$ cat src/rtl/fp16_to_fix16.sv
// Two-stage fp16 -> signed 16-bit integer converter with valid/ready on both sides.
// Define FP16_TO_FIX16_ROUND_EN for round-half-to-even; otherwise magnitudes truncate toward zero.
module fp16_to_fix16 (
  input  logic        clk,
  input  logic        rst_n,
  input  logic        in_valid,
  output logic        in_ready,
  input  logic [15:0] in_data,
  output logic        out_valid,
  input  logic        out_ready,
  output logic [15:0] out_data,
  output logic        out_sat,
  output logic        out_inexact
);

  // Stage-1 word: classified input plus the shift needed to denormalize m.
  typedef struct packed {
    logic        sign;
    logic        zero;
    logic        sat;
    logic        left;
    logic [3:0]  sh;
    logic [10:0] m;
  } s1_t;

  typedef struct packed {
    logic [15:0] data;
    logic        sat;
    logic        inexact;
  } res_t;

  logic s1_v_q, s1_v_d, s2_v_q, s2_v_d;
  logic s1_en, s2_en;
  s1_t  s1_q, s1_d, dec;
  res_t s2_q, s2_d, cnv;

  logic [4:0]  ex;
  logic [15:0] m16, mask, disc, mag;
`ifdef FP16_TO_FIX16_ROUND_EN
  logic guard, sticky;
`endif

  assign s2_en    = ~s2_v_q | out_ready;
  assign s1_en    = ~s1_v_q | s2_en;
  assign in_ready = s1_en;

  // Decode: exp >= 25 shifts left by exp-25, else right by 25-exp.
  // Anything at or below exp 13 loses every bit, so clamp to a shift of 12.
  always_comb begin
    ex       = in_data[14:10];
    dec      = '0;
    dec.sign = in_data[15];
    dec.zero = (ex == 5'd0);
    dec.sat  = (ex >= 5'd30);
    dec.left = (ex >= 5'd25);
    dec.m    = {1'b1, in_data[9:0]};
    if (dec.left)
      dec.sh = 4'(ex - 5'd25);
    else if (ex <= 5'd13)
      dec.sh = 4'd12;
    else
      dec.sh = 4'(5'd25 - ex);
  end

  always_comb begin
    m16  = {5'b0, s1_q.m};
    mask = (16'h1 << s1_q.sh) - 16'h1;
    disc = m16 & mask;
    mag  = '0;
    cnv  = '0;
`ifdef FP16_TO_FIX16_ROUND_EN
    guard  = |(disc & (16'h1 << (s1_q.sh - 4'd1)));
    sticky = |(disc & ((16'h1 << (s1_q.sh - 4'd1)) - 16'h1));
`endif
    if (s1_q.zero) begin
      cnv = '0;
    end else if (s1_q.sat) begin
      cnv.data = s1_q.sign ? 16'h8000 : 16'h7FFF;
      cnv.sat  = 1'b1;
    end else begin
      if (s1_q.left) begin
        mag = m16 << s1_q.sh;
      end else begin
        mag         = m16 >> s1_q.sh;
        cnv.inexact = |disc;
`ifdef FP16_TO_FIX16_ROUND_EN
        // Right shift is always >= 1 here, so the guard bit exists; max result is 1024.
        if (guard & (sticky | mag[0]))
          mag = mag + 16'h1;
`endif
      end
      cnv.data = s1_q.sign ? -mag : mag;
    end
  end

  always_comb begin
    s1_v_d = s1_v_q;
    s1_d   = s1_q;
    s2_v_d = s2_v_q;
    s2_d   = s2_q;
    if (s1_en) begin
      s1_v_d = in_valid;
      if (in_valid)
        s1_d = dec;
    end
    if (s2_en) begin
      s2_v_d = s1_v_q;
      if (s1_v_q)
        s2_d = cnv;
    end
  end

  always_ff @(posedge clk or negedge rst_n) begin
    if (!rst_n) begin
      s1_v_q <= 1'b0;
      s2_v_q <= 1'b0;
      s1_q   <= '0;
      s2_q   <= '0;
    end else begin
      s1_v_q <= s1_v_d;
      s2_v_q <= s2_v_d;
      s1_q   <= s1_d;
      s2_q   <= s2_d;
    end
  end

  assign out_valid   = s2_v_q;
  assign out_data    = s2_q.data;
  assign out_sat     = s2_q.sat;
  assign out_inexact = s2_q.inexact;

endmodule

$ cat config.mk
export PLATFORM = sky130hd
export DESIGN_NAME = fp16_to_fix16
export DESIGN_NICKNAME = d
export VERILOG_FILES = /design/src/rtl/fp16_to_fix16.sv
export SDC_FILE = /design/constraint.sdc
export NUM_CORES = 1
export LEC_CHECK = 0
export CAP_MARGIN = 10
export CORE_MARGIN = 1
export CORE_UTILIZATION = 52
export DETAILED_ROUTE_END_ITERATION = 10
export GPL_TIMING_DRIVEN = 0
export HOLD_SLACK_MARGIN = 0.1
export PLACE_DENSITY = 0.77
export SLEW_MARGIN = 20
export SYNTH_ARGS = -nofsm -noshare
export SYNTH_HDL_FRONTEND = slang
export SYNTH_SLANG_ARGS = --single-unit
$ cat constraint.sdc
create_clock -name clk -period 2.9 [get_ports clk]
set_input_delay 0.58 -clock clk [delete_from_list [all_inputs] [get_ports clk]]
set_output_delay 0.58 -clock clk [all_outputs]
set_load 0.05 [all_outputs]
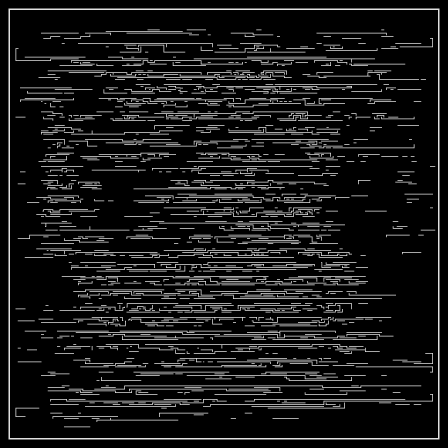
Figure 1: met1 routing.
nets with wire on the layer: 486
wire length on this layer: 4850 um
main direction: horizontal
share of all routed wire: 41%
longest straight run: 39.3 um
vias: 3877
DRT Wirelength: 11970 um
global routing usage on met1: 0.4469

==> design notes <==
For the final tally of max-slew violations, the log shows 0. Looking at the reg2reg group, the worst path ends at out_data[15]. Counting only logic cells after layout, the most numerous master is sky130_fd_sc_hd__nand2_1.

With the count of state elements after synthesis at 39, the worst-case headroom to the max-slew limit is 0.4142. Boundary pin count: 40. Per the timing report, the most critical flop-to-flop path originates at s1_q[11]. The final reports fail on negative setup slack.

The number of antenna violations at the first check in global routing is 0, and the number of warning messages in the logs is 32. The pre-CTS setup check shows a worst slack of -0.7112 ns. All stages included, the depth of the critical timing path comes to 10. The run gives 8.356 sq um for the mean area per synthesized cell. TritonCTS built the clock tree.

The chip width is 85.03 um, and the proportion of layout cells with a drive suffix above 1 is 0.2555. With the hold violation count in the final report at 0, the number of gates resized after CTS is 46. The run gives 546 as the count of placed standard cells including taps.

The min-delay analysis places its worst path in the category in2async. The longest clock path from root to sink contains 2 buffers. Yosys printed 0 warnings. Leaving out fill and tap cells, the most frequent cells in the layout are sky130_fd_sc_hd__nand2_1, sky130_fd_sc_hd__dfrtp_1, sky130_fd_sc_hd__clkdlybuf4s50_1. Per the timing report, the achievable frequency comes out to 339.5 MHz. The proportion of power drawn by the clock network was 0.117; the delay of the slowest cell on the worst path was 0.54 ns. Clock period minus final worst setup slack: 2.946 ns. The flow ran to the end, but the final reports show violations. The largest total area in the synthesized netlist belongs to sky130_fd_sc_hd__dfrtp_1.

The worst register-to-register path depth is 10. For the static power due to leakage, the log shows 0.001906 uW. With the share of the clock period used by the worst path after layout at 1.016, the gate count after technology mapping is 429. For the clock latency reported for the late side of the worst-skew pair, the log shows 0.30 ns.

The switching part of the total power is 0.4806. In the power breakdown, the internal column shows 1704 uW. The worst-case reg-to-reg setup slack stands at -0.05 ns. STA classifies the critical path startpoint as a flip-flop. For the final critical-path setup slack, the log shows -0.04576 ns. The power spent charging and discharging nets came out at 1577 uW. For the worst hold margin, the log shows 0.2334 ns.

The logs give 0 for the quantity of hold-fixing buffers added after cts and 429 for the cell total in the yosys stat output. From synthesis to final layout, the design area changed by 30.44%. The number of global-route vias before repair was 3656; the met3 layer usage reported by global route was 0.06615. Routed signal wires occupy layers up through met4.

The setup path with the least slack is of type reg2reg. The total setup violations reported at the end of the flow is 3. Detailed routing placed a total of 1266 um of wire on met3.

The run gives 0.2723 for the register share after synthesis. The number of inserted filler cells in the final layout was 503. The run gives 8290 um as the post-DP HPWL. Worst-path cell with the longest stage delay: sky130_fd_sc_hd__mux4_2.

The worst-margin pin slew was 0.8787 ns; the total routing usage reported by global routing was 0.3320. The final antenna diode tally reported by the flow is 0. Register share of total power: 0.238.

For the post-route DRC violation count, the log shows 0. The run gives 1.000 for the share of async-settable or async-resettable flops after synthesis. TritonRoute output was used to compute an average wire per cell of 20.70 um. Total negative slack for setup checks: -0.09982 ns.

The number of buffers and inverters on the critical path is 3. Clock tree synthesis inserted a total of 5 buffers. Type of element capturing the critical path: a flip-flop.

The clock-pin transition on the worst setup and hold timing paths came out at 0.09 ns. The run gives 0 for the total congestion overflow after global routing. The clock root buffer is sky130_fd_sc_hd__clkbuf_8.

The post-route met1 wirelength was 4851 um; the maximum net fanout on the critical path was 5. In this run the cell area measured after placement is 4101 sq um. Leaving out filler cells and counting taps, the final layout contains 578. The report lists the power per cell area as 701.6 nW/um^2.

For the total clock sinks, the log shows 39. The data required time reported for the critical path is 3.14 ns. Among all flip-flop cells after synthesis, the most frequent one is sky130_fd_sc_hd__dfrtp_1. With the initial core utilization at 0.5519, the number of nets with antenna violations after detailed routing is 0. The main area contributors are sky130_fd_sc_hd__dfrtp_1, sky130_fd_sc_hd__nand2_1, sky130_fd_sc_hd__mux2_2. The congestion estimate from routability-driven global placement came to 1.006.

The detailed router reports a met2 wire length of 5347 um. For the maximum number of pins on one net before global-route repair, the log shows 23.
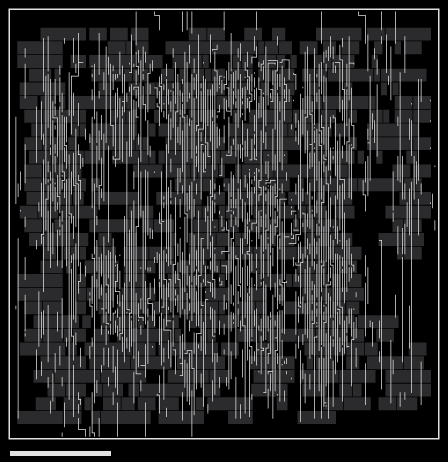
Figure 2: met2 routing.
Scale bar: 20 um.
wire length on this layer: 5350 um
main direction: vertical
share of all routed wire: 45%
longest straight run: 41.8 um
nets with wire on the layer: 455
met2 Track Usage GR: 0.5117

==> kinds of logic after synthesis <==
| group | Yosys count | share of synthesized area |
|---|---|---|
| AND-OR/OR-AND | 108 | 0.2070 |
| multiplexers | 47 | 0.1710 |
| AND/OR/NAND/NOR | 171 | 0.2461 |
| buffers and inverters | 51 | 0.06352 |
| adder cells (fa/ha/maj) | 8 | 0.02792 |
| XOR/XNOR | 5 | 0.01222 |
| flip-flops | 39 | 0.2723 |
==> worst reg2reg max path: stages, from the launching register on <==
cell and delay (ns):
sky130_fd_sc_hd__dfrtp_1 0.35, sky130_fd_sc_hd__buf_6 0.14, sky130_fd_sc_hd__buf_8 0.12, sky130_fd_sc_hd__buf_12 0.11
sky130_fd_sc_hd__mux4_2 0.54, sky130_fd_sc_hd__a222oi_1 0.46, sky130_fd_sc_hd__o41ai_4 0.19, sky130_fd_sc_hd__nor4b_4 0.32
sky130_fd_sc_hd__nand3_2 0.13, sky130_fd_sc_hd__or4_1 0.43, sky130_fd_sc_hd__nand3_1 0.10
==> sequential cells by signal, indices dropped and copies added (netlist names) <==
signal and cells:
out_inexact 1, out_data 16, s1_v_q 1, out_sat 1, out_valid 1, s1_q 8, m16 11
==> Yosys cell counts (3+ instances only) <==
cell type and number:
sky130_fd_sc_hd__nand2_1 57, sky130_fd_sc_hd__dfrtp_1 39, sky130_fd_sc_hd__nor2_1 30, sky130_fd_sc_hd__o21ai_0 30
sky130_fd_sc_hd__clkbuf_1 26, sky130_fd_sc_hd__mux2i_1 20, sky130_fd_sc_hd__mux2_2 18, sky130_fd_sc_hd__nand2b_1 18
sky130_fd_sc_hd__a21oi_1 15, sky130_fd_sc_hd__inv_1 14, sky130_fd_sc_hd__nand3_1 11, sky130_fd_sc_hd__nor3_1 9
sky130_fd_sc_hd__and2_1 8, sky130_fd_sc_hd__buf_2 8, sky130_fd_sc_hd__ha_1 8, sky130_fd_sc_hd__mux4_2 7
sky130_fd_sc_hd__nor2b_1 7, sky130_fd_sc_hd__o221ai_1 7, sky130_fd_sc_hd__o31ai_1 7, sky130_fd_sc_hd__a211oi_1 6
sky130_fd_sc_hd__a221oi_1 5, sky130_fd_sc_hd__a22oi_1 5, sky130_fd_sc_hd__or2_2 5, sky130_fd_sc_hd__nand3b_1 4
sky130_fd_sc_hd__o22ai_1 4, sky130_fd_sc_hd__or3_1 4, sky130_fd_sc_hd__a21o_1 3, sky130_fd_sc_hd__a22o_1 3
sky130_fd_sc_hd__a31oi_1 3, sky130_fd_sc_hd__nor4_1 3, sky130_fd_sc_hd__xnor2_1 3
==> power by group through the flow <==
stage	logic (uW)	registers (uW)	clock network (uW)
after CTS	1970	762	386
after floorplan	921	1090	0
after global placement	1750	760	0
after detailed placement	1760	768	0
after global routing	2230	792	405
final	2120	780	385
==> cell type report <==
type	instances	area, sq um	area share
flip-flops and latches	39	975.9	0.2087
repair buffers	67	631.9	0.1351
inverters	14	52.55	0.01124
well taps	77	96.34	0.02060
clock inverters	2	12.51	0.002676
plain buffers	34	229.0	0.04897
clock buffers	6	72.57	0.01552
multi-input cells	339	2605	0.5571
Power figures rest on the tool's default switching activity, not on a simulated workload.
